Fig. 1: I/O nets highlighted
(3 px per um)
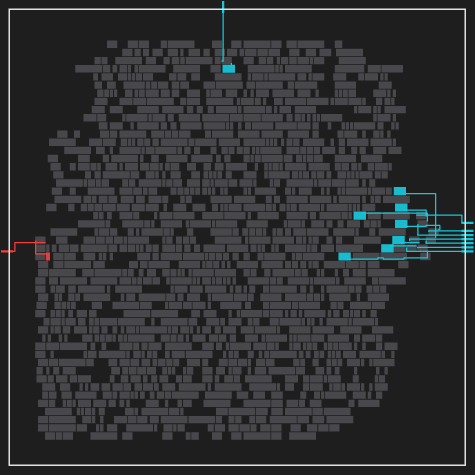
Fig. 2: register map, names as in the netlist
(2 px per um) Other sequential cells in the stronger grey, the rest of the logic in the fainter grey.
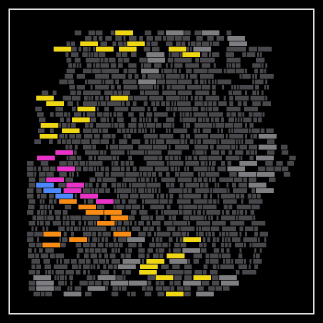
Design frame_sequencer_flat, sky130hd; sources not shown.
==> impl_metrics.env <==
# yosys + openroad results
export IMPL_vias_per_cell=5.70
export IMPL_die_x_um=152
export IMPL_reg2reg_depth=19
export IMPL_drive_gt1_share_pct=7.80
export IMPL_clk_pin_slew_ns=0.07
export IMPL_grt_use_total_pct=22.4
export IMPL_relSlewSlack_pct=37.6
export IMPL_postCtsSetupRepairBufs=0
export IMPL_hold_depth=1
export IMPL_grt_start_max_net_pins=64
export IMPL_drc_errors=0
export IMPL_critPathMaxStageDelay_ns=0.57
export IMPL_syn_avg_cell_area_um2=9.44
export IMPL_areaGrowthSynthToFinish_pct=12.7
export IMPL_max_slew_worst_pin_slew_ns=0.936
export IMPL_clock_sinks=80
export IMPL_cts_inserted_buffers=9
export IMPL_cp_max_fo=6
export IMPL_core_area_mm2=0.0180
export IMPL_wl_mm=24.2
export IMPL_crit_slowest_cell="clkdlybuf4s50_1"
export IMPL_synth_flops=80
export IMPL_grt_pass1_wl_mm=41.2
export IMPL_hold_class="flip-flop to flip-flop"
export IMPL_htree_levels=3
export IMPL_cts_tree="built"
export IMPL_fp_utilization_pct=59.3
export IMPL_synth_nets=1396
export IMPL_synthAoiAreaFrac_pct=8.14
export IMPL_ys_seq_share_pct=18.8
export IMPL_place_congestion=0.871
export IMPL_path_depth=15
export IMPL_clockBufferDepth=2
export IMPL_vias=8180
export IMPL_netlist_instances=1128
export IMPL_dieArea_mm2=0.0230
export IMPL_outcome="finished, final reports clean"
export IMPL_area_leaders="fa_1, dfrtp_1, ha_1, and2_1, inv_1"
export IMPL_yosys_area_top_type="fa_1"
export IMPL_critPathBufInv=3
export IMPL_yosys_warnings=6
export IMPL_clock_latency_ns=0.35
export IMPL_overflow=0
export IMPL_critPathRequiredTime_ns=6.37
export IMPL_setup_viol_count_final=0
export IMPL_top_cells_by_count="and2_1, inv_1, fa_1"
export IMPL_max_freq_ghz=0.140
export IMPL_edf_count=0
export IMPL_n_antenna_cell=0
export IMPL_finalClockPeriodUsage_pct=78.6
export IMPL_r2r_setup_slack_ns=2.97
export IMPL_maxSlewViolCount=0
export IMPL_synth_area_mm2=0.0107
export IMPL_dp_final_hpwl_mm=18.0
export IMPL_simple_gate_share_pct=20.6
export IMPL_antenna_found_initial=0
export IMPL_drtAntennaViolNets=0
export IMPL_synth_mux_area_fraction_pct=5.15
export IMPL_grt_pass1_vias=8459
export IMPL_postLayoutCoreUtil_pct=66.8
export IMPL_finalCriticalPeriod_ns=7.15
export IMPL_tool_warnings=26
export IMPL_grt_setup_unrepaired="false"
export IMPL_layout_nets=1468
export IMPL_top_logic_kind="adder cells"
export IMPL_dr_first_iter_drc_count=626
export IMPL_cts_root_buffer="clkbuf_16"
export IMPL_dominantRegCellSynth="dfrtp_1"
export IMPL_crit_type="flip-flop to primary output"
export IMPL_crit_chain="ha_1 > inv_1 > fa_1 > and2b_1 > o211ai_1 > a21boi_0 > o41ai_1 > xnor2_1 > inv_1 > ha_1 > nand4b_1 > or3_1 > or4_4 > a211oi_2 > clkdlybuf4s50_1"
export IMPL_synth_cell_types=71
export IMPL_wl_per_cell_um=16.9
export IMPL_die_h_um=152
export IMPL_ys_area_mm2=0.0107
export IMPL_adder_share_pct=35.7
export IMPL_async_flop_share_pct=100
export IMPL_tns_ns=0
export IMPL_post_cts_resized=0
Notes on Fig. 1 above:
legend:
  cyan:
    port: bus_src_blue
    bits: 8
    direction: input
    end_cells: 8
    wire: 254 um
  red:
    port: bus_drv_valid
    bits: 1
    direction: output
    end_cells: 1
    wire: 22.7 um
I/O pins: 85
I/O Buffers: 84

Notes on Fig. 2 above:
legend:
  orange:
    netlist_name: u_core/pix_idx_q
    placed_flops: 10
  magenta:
    netlist_name: u_core/bri_q
    placed_flops: 8
    where: left middle
  yellow:
    netlist_name: u_core/u_scaler/scaled
    placed_flops: 24
  blue:
    netlist_name: u_core/state_q
    placed_flops: 3
Seq area share: 16.7%
Sequential Area: 0.00200 mm^2

[per-stage QoR]
step	instances	hold slack (ns)	cell area [um^2]	setup slack, ns
final	1434	0.489	12000	1.95
after global routing	1434	0.520	12000	1.66
after CTS	1434	0.490	12000	1.98
after detailed placement	1418	0.468	11700	2.41
after global placement	1418	0.473	11700	2.47
after floorplan	1128	0.444	10700	3.10
[placed cells by master (no fill, tap or decap), drive strengths merged, types with 11 or more instances in the layout]
cell	count
nand2	77
clkdlybuf4s50	83
o21ai	21
inv	174
xnor2	28
clkbuf	11
dfrtp	80
ha	110
nor2	29
a21oi	32
nor3	15
nor2b	19
and2	178
buf	12
nand3	19
fa	121
xor2	24
mux2	46
[kinds of logic after synthesis]
kind of cell | count (synthesis)
multiplexers | 49
buffers and inverters | 206
flip-flops | 80
XOR/XNOR | 52
AND/OR/NAND/NOR | 393
AND-OR/OR-AND | 117
adder cells (fa/ha/maj) | 231
[layout make-up]
type	instances	area (um^2)
clock buffers	11	233
clock inverters	5	41.3
fillers	1407	5960
inverters	172	646
multi-input cells	842	7870
flip-flops and latches	80	2000
well taps	229	287
repair buffers	95	921
[metal layers]
layer / GRT usage, % / part of all wire, %
met5: 0 / 0
met4: 6.47 / 1.9
met3: 3.74 / 6.0
met2: 36.9 / 48
met1: 29.9 / 44
